<file path="src/rtl/wave_seq_ctrl_if.sv">
// Bundle between host/config logic, the trapezoid ramp engine and wave_seq_ctrl.
// cmd_valid/cmd_ready: a command moves on a rising edge where both are high; the host
// may hold cmd_valid high across cycles; cmd_ready is combinational from the FIFO count.
interface wave_seq_ctrl_if #(
  parameter int DW    = 9,
  parameter int HW    = 8,
  parameter int RW    = 4,
  parameter int DEPTH = 4
);
  localparam int CW = $clog2(DEPTH) + 1;

  logic          cmd_valid;
  logic          cmd_ready;
  logic [DW-1:0] cmd_peak;
  logic [HW-1:0] cmd_hold;
  logic [RW-1:0] cmd_rpt;
  logic          abort;
  logic          seg_start;
  logic [1:0]    seg_mode;
  logic [DW-1:0] seg_target;
  logic [HW-1:0] seg_hold;
  logic          seg_done;
  logic          seg_abort;
  logic          busy;
  logic          cmd_done;
  logic [CW-1:0] fifo_count;
  logic [1:0]    state_dbg;

  modport master (
    output cmd_valid, cmd_peak, cmd_hold, cmd_rpt, abort, seg_done,
    input  cmd_ready, seg_start, seg_mode, seg_target, seg_hold, seg_abort,
           busy, cmd_done, fifo_count, state_dbg
  );

  modport slave (
    input  cmd_valid, cmd_peak, cmd_hold, cmd_rpt, abort, seg_done,
    output cmd_ready, seg_start, seg_mode, seg_target, seg_hold, seg_abort,
           busy, cmd_done, fifo_count, state_dbg
  );
endinterface

</file>
<file path="src/rtl/wave_seq_ctrl.sv">
// Command sequencer for the trapezoid ramp engine: queues commands and walks the engine
// through rise, top hold, fall, bottom hold for each requested period.
module wave_seq_ctrl #(
  parameter int DW    = 9,
  parameter int HW    = 8,
  parameter int RW    = 4,
  parameter int DEPTH = 4
) (
  input logic           clk,
  input logic           res,
  wave_seq_ctrl_if.slave bus
);
  localparam int AW = $clog2(DEPTH);
  localparam int CW = AW + 1;

  typedef enum logic [1:0] {
    S_IDLE  = 2'd0,
    S_ISSUE = 2'd1,
    S_WAIT  = 2'd2
  } state_t;

  state_t        state, state_next;

  logic [DW-1:0] mem_peak [DEPTH];
  logic [HW-1:0] mem_hold [DEPTH];
  logic [RW-1:0] mem_rpt  [DEPTH];
  logic [AW-1:0] wr_ptr, rd_ptr;
  logic [CW-1:0] count;
  logic          push, pop;

  logic [DW-1:0] cur_peak;
  logic [HW-1:0] cur_hold;
  logic [RW-1:0] rpt_left, rpt_next;
  logic [1:0]    mode, mode_next;
  logic          start_next, abort_pulse_next, done_next;

  assign bus.cmd_ready  = (count < CW'(DEPTH));
  assign push           = bus.cmd_valid && bus.cmd_ready && !bus.abort;
  assign bus.fifo_count = count;
  assign bus.busy       = (state != S_IDLE);
  assign bus.state_dbg  = state;

  always_ff @(posedge clk or posedge res) begin
    if (res) begin
      wr_ptr <= '0;
      rd_ptr <= '0;
      count  <= '0;
    end else if (bus.abort) begin
      wr_ptr <= '0;
      rd_ptr <= '0;
      count  <= '0;
    end else begin
      if (push) wr_ptr <= wr_ptr + AW'(1);
      if (pop)  rd_ptr <= rd_ptr + AW'(1);
      count <= count + CW'(push) - CW'(pop);
    end
  end

  always_ff @(posedge clk) begin
    if (push) begin
      mem_peak[wr_ptr] <= bus.cmd_peak;
      mem_hold[wr_ptr] <= bus.cmd_hold;
      mem_rpt[wr_ptr]  <= bus.cmd_rpt;
    end
  end

  always_ff @(posedge clk or posedge res) begin
    if (res) state <= S_IDLE;
    else     state <= state_next;
  end

  // seg_done is ignored while seg_start is still high so a stale done from the
  // previous segment cannot retire the one just issued.
  always_comb begin
    state_next       = state;
    mode_next        = mode;
    rpt_next         = rpt_left;
    pop              = 1'b0;
    start_next       = 1'b0;
    abort_pulse_next = 1'b0;
    done_next        = 1'b0;
    if (bus.abort) begin
      state_next       = S_IDLE;
      abort_pulse_next = (state != S_IDLE);
    end else begin
      case (state)
        S_IDLE: begin
          if (count != '0) begin
            pop        = 1'b1;
            mode_next  = 2'd0;
            rpt_next   = mem_rpt[rd_ptr];
            state_next = S_ISSUE;
          end
        end
        S_ISSUE: begin
          start_next = 1'b1;
          state_next = S_WAIT;
        end
        S_WAIT: begin
          if (bus.seg_done && !bus.seg_start) begin
            if (mode != 2'd3) begin
              mode_next  = mode + 2'd1;
              state_next = S_ISSUE;
            end else if (rpt_left != '0) begin
              rpt_next   = rpt_left - RW'(1);
              mode_next  = 2'd0;
              state_next = S_ISSUE;
            end else begin
              done_next  = 1'b1;
              state_next = S_IDLE;
            end
          end
        end
        default: state_next = S_IDLE;
      endcase
    end
  end

  // Segment fields are captured together with seg_start and held until the next issue.
  always_ff @(posedge clk or posedge res) begin
    if (res) begin
      cur_peak       <= '0;
      cur_hold       <= '0;
      rpt_left       <= '0;
      mode           <= 2'd0;
      bus.seg_start  <= 1'b0;
      bus.seg_abort  <= 1'b0;
      bus.cmd_done   <= 1'b0;
      bus.seg_mode   <= 2'd0;
      bus.seg_target <= '0;
      bus.seg_hold   <= '0;
    end else begin
      mode          <= mode_next;
      rpt_left      <= rpt_next;
      bus.seg_start <= start_next;
      bus.seg_abort <= abort_pulse_next;
      bus.cmd_done  <= done_next;
      if (pop) begin
        cur_peak <= mem_peak[rd_ptr];
        cur_hold <= mem_hold[rd_ptr];
      end
      if (start_next) begin
        bus.seg_mode   <= mode;
        bus.seg_target <= mode[1] ? '0 : cur_peak;
        bus.seg_hold   <= mode[0] ? cur_hold : '0;
      end
    end
  end
endmodule

</file>
<file path="src/flat_wrapper.sv">
// flat-port wrapper written by rule: the top's interface ports become plain ports
module wave_seq_ctrl_flat 
#(
  parameter int DW    = 9,
  parameter int HW    = 8,
  parameter int RW    = 4,
  parameter int DEPTH = 4
)
  (clk, res, bus_cmd_valid, bus_cmd_peak, bus_cmd_hold, bus_cmd_rpt, bus_abort, bus_seg_done, bus_cmd_ready, bus_seg_start, bus_seg_mode, bus_seg_target, bus_seg_hold, bus_seg_abort, bus_busy, bus_cmd_done, bus_fifo_count, bus_state_dbg);
  wave_seq_ctrl_if #(.DW(DW), .HW(HW), .RW(RW), .DEPTH(DEPTH)) bus_i ();
  input logic clk;
  input logic res;
  input wire logic [$bits(bus_i.cmd_valid)-1:0] bus_cmd_valid;
  input wire logic [$bits(bus_i.cmd_peak)-1:0] bus_cmd_peak;
  input wire logic [$bits(bus_i.cmd_hold)-1:0] bus_cmd_hold;
  input wire logic [$bits(bus_i.cmd_rpt)-1:0] bus_cmd_rpt;
  input wire logic [$bits(bus_i.abort)-1:0] bus_abort;
  input wire logic [$bits(bus_i.seg_done)-1:0] bus_seg_done;
  output wire logic [$bits(bus_i.cmd_ready)-1:0] bus_cmd_ready;
  output wire logic [$bits(bus_i.seg_start)-1:0] bus_seg_start;
  output wire logic [$bits(bus_i.seg_mode)-1:0] bus_seg_mode;
  output wire logic [$bits(bus_i.seg_target)-1:0] bus_seg_target;
  output wire logic [$bits(bus_i.seg_hold)-1:0] bus_seg_hold;
  output wire logic [$bits(bus_i.seg_abort)-1:0] bus_seg_abort;
  output wire logic [$bits(bus_i.busy)-1:0] bus_busy;
  output wire logic [$bits(bus_i.cmd_done)-1:0] bus_cmd_done;
  output wire logic [$bits(bus_i.fifo_count)-1:0] bus_fifo_count;
  output wire logic [$bits(bus_i.state_dbg)-1:0] bus_state_dbg;
  assign bus_i.cmd_valid = bus_cmd_valid;
  assign bus_i.cmd_peak = bus_cmd_peak;
  assign bus_i.cmd_hold = bus_cmd_hold;
  assign bus_i.cmd_rpt = bus_cmd_rpt;
  assign bus_i.abort = bus_abort;
  assign bus_i.seg_done = bus_seg_done;
  assign bus_cmd_ready = bus_i.cmd_ready;
  assign bus_seg_start = bus_i.seg_start;
  assign bus_seg_mode = bus_i.seg_mode;
  assign bus_seg_target = bus_i.seg_target;
  assign bus_seg_hold = bus_i.seg_hold;
  assign bus_seg_abort = bus_i.seg_abort;
  assign bus_busy = bus_i.busy;
  assign bus_cmd_done = bus_i.cmd_done;
  assign bus_fifo_count = bus_i.fifo_count;
  assign bus_state_dbg = bus_i.state_dbg;
  wave_seq_ctrl #(.DW(DW), .HW(HW), .RW(RW), .DEPTH(DEPTH)) u_core (.clk(clk), .res(res), .bus(bus_i));
endmodule
</file>
<file path="config.mk">
export PLATFORM = sky130hd
export DESIGN_NAME = wave_seq_ctrl_flat
export DESIGN_NICKNAME = d
export VERILOG_FILES = /design/src/rtl/wave_seq_ctrl_if.sv /design/src/rtl/wave_seq_ctrl.sv /design/src/flat_wrapper.sv
export SDC_FILE = /design/constraint.sdc
export NUM_CORES = 1
export LEC_CHECK = 0
export CORE_ASPECT_RATIO = 0.6
export CORE_MARGIN = 10
export CORE_UTILIZATION = 53
export CTS_BUF_LIST = sky130_fd_sc_hd__clkbuf_8
export CTS_CLUSTER_SIZE = 30
export DETAILED_ROUTE_END_ITERATION = 8
export GPL_TIMING_DRIVEN = 0
export PLACE_DENSITY = 0.86
export SYNTH_ARGS = -nofsm -noshare
export SYNTH_HDL_FRONTEND = slang
export SYNTH_SLANG_ARGS = --single-unit
</file>
<file path="constraint.sdc">
create_clock -name clk -period 2.5 [get_ports clk]
set_input_delay 0.375 -clock clk [delete_from_list [all_inputs] [get_ports clk]]
set_output_delay 0.375 -clock clk [all_outputs]
set_load 0.01 [all_outputs]
</file>
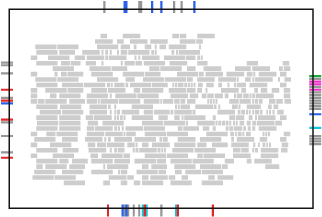
Figure 1: pin map.
(2 px per um) Pins as bars across the die edge, other pins in grey.
[bus_seg_target] blue | pins: 9 | direction: output | edge: 5 top, 2 bottom, 1 right, 1 left
[bus_cmd_valid] green | pins: 1 | direction: input | edge: right
[bus_cmd_hold] red | pins: 8 | direction: input | edge: 4 left, 4 bottom
[bus_cmd_rpt] cyan | pins: 4 | direction: input | edge: 3 bottom, 1 right
[bus_fifo_count] magenta | pins: 3 | direction: output | edge: right
die width: 151.2 um
Die Height: 98.70 um

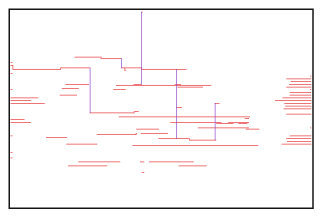
Figure 2: metal layers overlaid.
(2 px per um) Only two layers are drawn.
[metal 4] purple | wire length: 116 um
[metal 3] red | wire length: 878 um
All-Layer GR Usage: 15.39%
wire per inst: 19.40 um
Detailed Route WL: 10.85 mm
via count: 3015

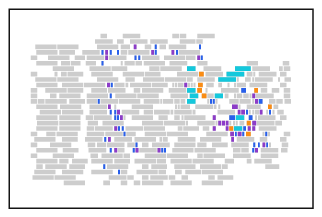
Figure 3: selected gate families.
(2 px per um)
[inverting AOI/OAI gates] purple | cells: 36 | most used: o21ai_0
[NAND gates] blue | cells: 45 | most used: nand2_1
[AND and OR gates] orange | cells: 9 | most used: and2_2 | where: middle right
[adder and majority cells] cyan | cells: 10 | most used: ha_1
fraction of area in multi-input gates: 22.52%
fin cells: 559
most frequent logic cell in the layout: edfxtp_1

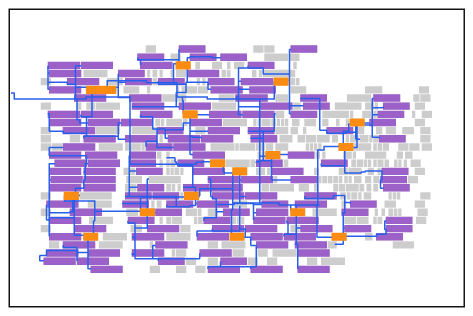
Figure 4: clock network drawn from the DEF.
(3 px per um)
[clock drivers] orange | count: 17
[flip-flops] purple | count: 138
[clock wires] blue | length: 1510 um
routed clock nets: 18
Insertion Delay late pin: 440 ps
Clk pwr share: 26.8%
Clock Skew: 11.22 ps
clock-net power: 1.85 mW

==> results_slide.txt <==
Key Metrics from the Run

Routing
  • DR vias/cell: 5.394
  • Post-route DRC violation count: 0
  • Max layer used: met4
  • Final ANT Viol Nets: 0
  • Starting DRT DRC Count: 185
  • Metal2 WL: between 5 and 6 mm

Cells and area
  • Synth-to-layout area growth: 21.75%
  • Layout Cell Area excl Fill: between 6000 and 7000 sq um
  • Nets: 447
  • Max reg flops: 36
  • Share of layout cells above drive strength 1: 21.46%
  • Top reg by flops: u_core.mem_peak
  • Top Layout Cells: 84 x edfxtp_1, 54 x clkdlybuf4s50_1, 54 x dfrtp_1, 40 x nand2_1, 21 x mux4_2

Worst setup path
  • RR Endpoint: u_core.bus.fifo_count[1]$_DFF_PP0_
  • R2R depth: 11
  • CP Launch Type: register
  • CP endpoint: u_core.bus.fifo_count[1]$_DFF_PP0_
  • Reg2reg setup slack: around 180 ps
  • CP max-delay cell: fa_2
  • Crit path DAT: 2630 ps
  • CP Max Fanout: 11
  • CP peak stage delay: 510 ps
  • Crit path kind: register to register
  • Crit. End Element: register
  • Worst Setup SP: u_core.bus.state_dbg[1]$_DFFE_PP0P_

Global route
  • Met3 Use GR: 5.616%
  • Met2 GRT Util: 22.97%
  • Number of global-route vias before repair: 3170
  • Global route overflow: 0
  • First-pass GRT wire length: 17.19 mm
  • Maximum number of pins on one net before global-route repair: 33
  • Initial antenna violation count: 0
  • Grt peak-use layer: met2

Floorplanning
  • Rows: 28
  • Die area: 14920 sq um
  • Fp util: 54.98%
  • IO Pins: 55

Final timing
  • Slew Viols, Final: 0
  • Fin crit share: 92.78%
  • Worst Hold Slack: 298.9 ps
  • RSZ-0062 raised after global routing: no
  • Maximum clock rate: roughly 430 MHz
  • Period minus WS final: ~2300 ps
  • Final setup vio count: 0
  • Setup TNS Final: 0 ps

Clock tree
  • Post-CTS setup buffers: 2
  • CTS Hold Bufs: 0
  • CTS tree: built
  • CTS sink cnt: 138
  • TritonCTS Buffers: 17
  • Clk root buf: clkbuf_8
  • Reg clk slew, reported paths: 80 ps

Yosys
  • Avg Cell Area, Syn: 16.28 sq um
  • Top cells by area: edfxtp_1 46%, dfrtp_1 25%, mux4_2 8.6%, nand2_1 2.7%, mux2_4 2.5%
  • Prevailing post-synth register cell: edfxtp_1
  • Distinct lib cells: 37
  • Sequential area share after synthesis: 70.81%
  • Syn Inst Count: 336
  • Syn nets: 372
  • Registers, synthesis: 138
  • Post-synth EDFFs: between 80 and 90
  • Yosys Chip Area: 5470 sq um
  • Ys cells: 336
  • Cell with the most instances after synthesis: edfxtp_1
  • Yosys warning count: 0
  • Top cell type by total area after synthesis: edfxtp_1

Power
  • Comb pwr: 1.94 mW
  • P_leak: 2.494 nW
  • Sw power: just over 2 mW
  • Pwr/cell area: approximately 1000 nW/um^2
  • Comb pwr share: between 20% and 30%

Run status
  • Outcome: completed

Placement
  • Port Buffers: around 54
  • Setup WS pre-CTS: -533.9 ps

Min path
  • Hold Path Class: input pin to async pin
==> area by class of cell <==
cell class                      instances  area [sq um]  share of cell area, %
Multi-Input combinational cell        169          1500                  22.52
Sequential cell                       138          3874                  58.16
Inverter                               13         48.80                 0.7327
Buffer                                 15         73.82                  1.108
Clock inverter                         15         172.7                  2.593
Timing Repair Buffer                   57         588.1                  8.830
Tap cell                              135         168.9                  2.536
Clock buffer                           17         234.0                  3.513
==> worst min path at each step <==
stage               cells after the start  slack (ps)                                 start                              endpoint
floorplan                               0         470                       bus_cmd_hold[0]       u_core.mem_hold[0][0]$_DFFE_PP_
CTS                                     2         300                                   res  u_core.bus.seg_target[0]$_DFFE_PP0P_
finish                                  2         300                                   res   u_core.bus.state_dbg[1]$_DFFE_PP0P_
global placement                        2         470    u_core.bus.seg_hold[3]$_DFFE_PP0P_    u_core.bus.seg_hold[3]$_DFFE_PP0P_
global route                            2         330                                   res        u_core.cur_peak[0]$_DFFE_PP0P_
detailed placement                      2         470  u_core.bus.seg_target[3]$_DFFE_PP0P_  u_core.bus.seg_target[3]$_DFFE_PP0P_
==> cell families (layout without fill, tap and decap cells) <==
kind of cell | count (synthesis) | in the layout | synth area share, %
buffers and inverters | 29 | 117 | 2.562
adder cells (fa/ha/maj) | 10 | 10 | 2.425
AND/OR/NAND/NOR | 77 | 77 | 6.587
AND-OR/OR-AND | 36 | 36 | 3.454
flip-flops | 138 | 138 | 70.81
multiplexers | 41 | 41 | 13.36
XOR/XNOR | 5 | 5 | 0.8005
==> critical path, delay by kind of cell, from the launching register on <==
family / cells / cell delay, ps
simple gates: 3 / 380
buf+inv: 5 / 600
flops: 1 / 390
fa+ha+maj: 3 / 830
No activity file was given, so power comes from the tool's default toggle rates.
